Figure 1. Port wiring (run 1).
Bar = 20 um.
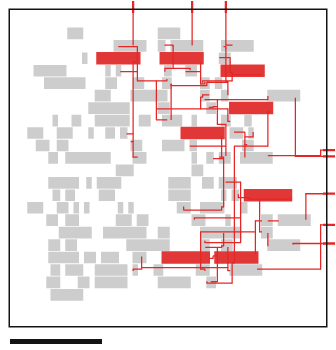
Figure 2. Track usage over the die (run 1).
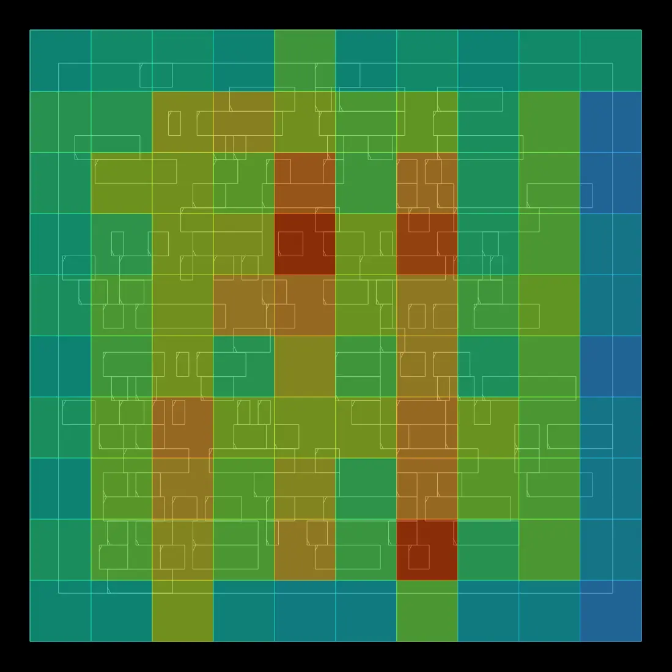
Figure 3. Sequential cells colored by netlist name (run 1).
Other sequential cells in the stronger gray, the rest of the logic in the fainter gray.
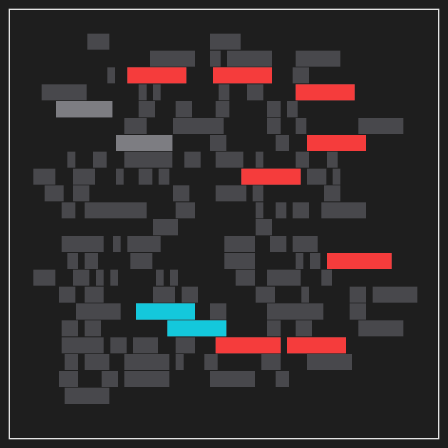
Design fifo_packet_writer, sky130hd; sources not shown.
==> ci_impl_report.md, run 1 <==
### Flow metrics

| Metric | Value |
|---|---|
| Num rows | `22` |
| Number of maximum-capacitance constraint violations | `0` |
| Sequential cell fraction of total power | `28.9%` |
| Wire length reported by the detailed router | `2540 um` |
| Max-slew violation count | `0` |
| Iter 0 DRT Violations | `33` |
| Switching power as a share of total power | `38.3%` |
| Sequential share of the synthesized area | `37.8%` |
| Peak supply drop | `0.000248 V` |
| Largest net degree at the start of global routing | `13` |
| Setup violation total in the final timing report | `4` |
| Violations in the final reports | `negative setup slack` |
| Number of antenna violations at the first check in global routing | `0` |
| Clock tree from TritonCTS | `yes` |
| OpenROAD warning count | `29` |
| Number of library cell types mapped by synthesis | `35` |
| Detailed-routing iteration count for the pre-antenna-repair pass | `3` |
| Total power | `0.00124 W` |
| Final-layout fill cell count | `439` |
| Worst Reg2Reg Path Length in Cells | `4` |
| Hold violation count in the final report | `0` |
| Die width | `69.0 um` |
| Switch Pwr | `0.000473 W` |
| Routed Antenna Nets | `0` |
| Clock insertion delay at the later pin of the skew report | `0.25 ns` |
| Async set-reset flop share out of synthesis | `100%` |
| Synthesized area per cell | `8.83 um2` |
| Crit. End Element | `register` |
| Number of warnings reported in the yosys synthesis log | `0` |
| Shortest period the worst path allows | `1.74 ns` |
| Final critical-path share of the clock period | `104%` |
| Root buffer selected by CTS | `clkbuf_8` |
| Fin worst setup slack | `-0.0682 ns` |
| Worst endpoint data arrival time | `1.72 ns` |
| Number of sinks on the clock net | `12` |
| Run status | `complete, but fails checks` |
| Top logic cells by instance count in the layout | `buf_4, buf_12, nand2_1` |
Notes on Figure 1 above:
Red marks len_wr, bits 8, direction output, end cells 8, buffers 16, wire 522 um.
Port Buffer Count: 18
IO Count: 35

Notes on Figure 2 above:
GRT Util Overall: 11.5%
layer with the highest usage: met2
global routing met1 resource utilization: 12.8%
Core Util, Final: 38.8%
routing usage on met2: 20.8%

Notes on Figure 3 above:
Cyan marks state, sequential cells 2. Red marks len_wr, sequential cells 8.
Another 2 sequential cells are not colored.
FF+latch area: 318 um2
power drawn by the sequential cells: 0.000357 W

## run 1: logic make-up after synthesis
group,synth area share [%]
simple gates,21.7
buf+inv,12.8
compound gates,21.6
mux,1.26
flops,37.8
fa+ha+maj,1.57
xor+xnor,3.31
## run 1: repair_timing
item                       CTS  global route
pin swaps                    3             1
setup buffers                5             0
resized                     11            10
setup endpoints to repair   10            11
## run 1: through the flow
step           TNS [ns]  utilization, %
2_1_floorplan     -4.97               -
5_1_grt          -0.390            38.8
4_1_cts          -0.184            37.3
6_report        -0.0836            38.8
3_5_place_dp      -1.73            33.8
3_3_place_gp      -1.22            33.8
## run 1: layout make-up
cell class	count	area, um2	area share (%)
well taps	48	60.1	4.13
repair buffers	41	497	34.2
clock buffers	4	55.1	3.79
inverters	3	11.3	0.775
multi-input cells	62	512	35.2
flip-flops and latches	12	318	21.9
## run 1: metal layers
metal	global-route usage [%]	up-vias	wire [um]
met2	20.8	16	1300
met1	12.8	377	1080
li1	-	381	-
met5	0	-	0
met4	4.99	0	67
met3	2.48	10	94
## run 1: critical path: stages, from the launching register on
cell and delay (ns):
dfrtp_4 0.50, ha_4 0.28, o2111ai_2 0.08, a211o_1 0.30, a311o_1 0.32
## run 1: cell usage after synthesis (2+ instances only)
library cell	n	area, um2
buf_2	3	15.0
nand2_1	10	37.5
a22o_1	3	26.3
nor3_1	2	10.0
a31oi_1	3	18.8
nor2_1	5	18.8
dfrtp_1	12	300
buf_4	8	60.1
o31ai_1	2	15.0
inv_1	3	11.3
xnor2_1	2	17.5
nand2b_1	2	12.5
o21ai_0	10	50.1
nand4_1	4	25.0
Figure 4. Metal 1 (run 1).
Supply wires on this layer in gray. Cells faint in the background.
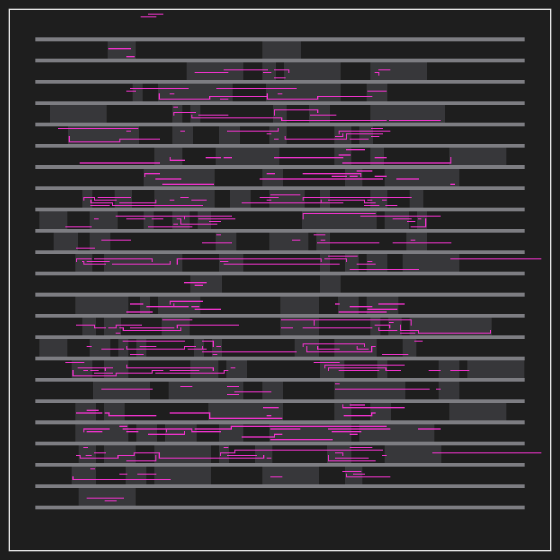

==> run 1 -> run 2 <==
--- a/config.mk
+++ b/config.mk
@@ -7,7 +7,8 @@
 export LEC_CHECK = 0
 export CELL_PAD_IN_SITES_DETAIL_PLACEMENT = 1
 export CELL_PAD_IN_SITES_GLOBAL_PLACEMENT = 2
-export CORE_MARGIN = 3
+export CORE_ASPECT_RATIO = 0.75
+export CORE_MARGIN = 2
 export CORE_UTILIZATION = 20
 export DETAILED_ROUTE_END_ITERATION = 12
 export GPL_TIMING_DRIVEN = 1
Figure 5. Metal 1 (run 2).
Supply wires on this layer in gray. Cells faint in the background.
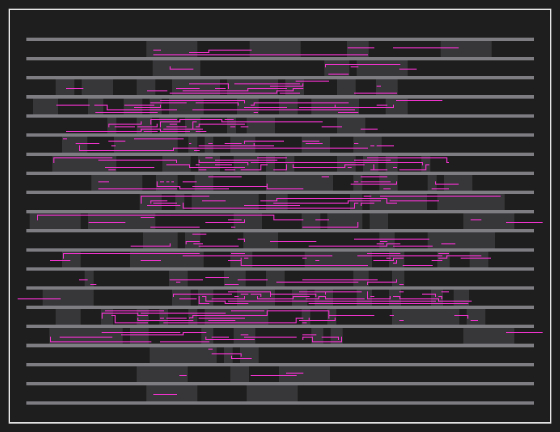
120 nets have wire on it. The layer holds 55% of the routed length. The layer carries 1440 um of wire.
wire length reported by the detailed router: 2610 um
number of vias after detailed routing: 787
global routing met1 resource utilization: 18.0%

==> run 2 against run 1 <==
  * The run still ends with negative setup slack left
  * Flip-flop count is the same
  * Register-to-register slack is essentially flat
  * Power shrank 4.1%
  * Utilization shrank 0.084 points
  * Critical path type unchanged
  * Sequential power grew 2%
  * Sequential share of layout area grew 0.11 points
==> ci_impl_report.md, run 2 <==
### Flow metrics

| Metric | Value |
|---|---|
| Run status | `complete, but fails checks` |
| Violations in the final reports | `negative setup slack` |
| Final critical-path share of the clock period | `104% (+0.34 points)` |
| Most common library cells after synthesis | `dfrtp_1, nand2_1, o21ai_0` |
| Routed Antenna Nets | `0 (unchanged)` |
| Number of antenna violations at the first check in global routing | `0 (unchanged)` |
| Max-slew violation count | `0 (unchanged)` |
| Async set-reset flop share out of synthesis | `100% (unchanged)` |
| Core Util, Final | `38.7% (-0.084 points)` |
| Port Buffer Count | `18 (unchanged)` |
| Peak supply drop | `0.000439 V (+77%)` |
| CP max stage cell | `dfrtp_4` |
| Hold violation count in the final report | `0 (unchanged)` |
| Largest net degree at the start of global routing | `13 (unchanged)` |
| IO Count | `35 (unchanged)` |
| Total buffers and inverters traversed by the critical path | `0 (unchanged)` |
| Number of library cell types mapped by synthesis | `35 (unchanged)` |
| Crit. End Element | `register` |
| Final-layout fill cell count | `434 (-1.1%)` |
| Iter 0 DRT Violations | `28 (-15%)` |
| Cell family with the largest share of critical-path delay | `AND-OR/OR-AND gates` |
| Shortest period the worst path allows | `1.74 ns (+0.00570 ns)` |
| Fin worst setup slack | `-0.0739 ns (-0.00570 ns)` |
| Setup violation total in the final timing report | `4 (unchanged)` |
==> run 2: stage by stage <==
| stage | power, W | std cells |
|---|---|---|
| 6_report | 0.00118 | 175 |
| 5_1_grt | 0.00124 | 175 |
| 4_1_cts | 0.00117 | 174 |
| 3_5_place_dp | 0.000859 | 169 |
| 3_3_place_gp | 0.000857 | 169 |
| 2_1_floorplan | 0.000727 | 90 |
==> run 2: final cells by class <==
class	instances	area, um2	area share (%)
Timing Repair Buffer	43	523	36.2
Multi-Input combinational cell	62	487	33.7
Sequential cell	12	318	22.0
Tap cell	52	65.1	4.50
Clock buffer	3	41.3	2.86
Inverter	3	11.3	0.779
==> run 2: kinds of logic after synthesis <==
kind of cell,count (synthesis),share of synthesized area [%]
compound gates,25,21.6
xor+xnor,3,3.31
fa+ha+maj,1,1.57
buf+inv,16,12.8
flops,12,37.8
mux,1,1.26
simple gates,32,21.7
==> run 2: repair_timing <==
action / CTS / global route
buffers inserted: 2 / 1
resized: 13 / 6
pin swaps: 5 / 1
setup endpoints to repair: 9 / 9
==> run 2: per-layer routing <==
layer | vias up | wire length (um) | global-route usage, %
met3 | 10 | 122 | 4.14
met1 | 381 | 1440 | 18.0
met2 | 12 | 1020 | 15.7
li1 | 384 | - | -
met5 | - | 0 | 0
met4 | 0 | 34 | 3.90
==> run 2: power breakdown <==
| part | switching (W) | internal [W] | total (W) | leakage [nW] |
|---|---|---|---|---|
| logic | 0.000314 | 0.000240 | 0.000554 | 0.436 |
| registers | 0.0000446 | 0.000320 | 0.000365 | 0.147 |
| clock network | 0.000107 | 0.000159 | 0.000266 | 0.0216 |
| total | 0.000465 | 0.000719 | 0.00118 | 0.605 |
Power is estimated from default activity; no workload was simulated.
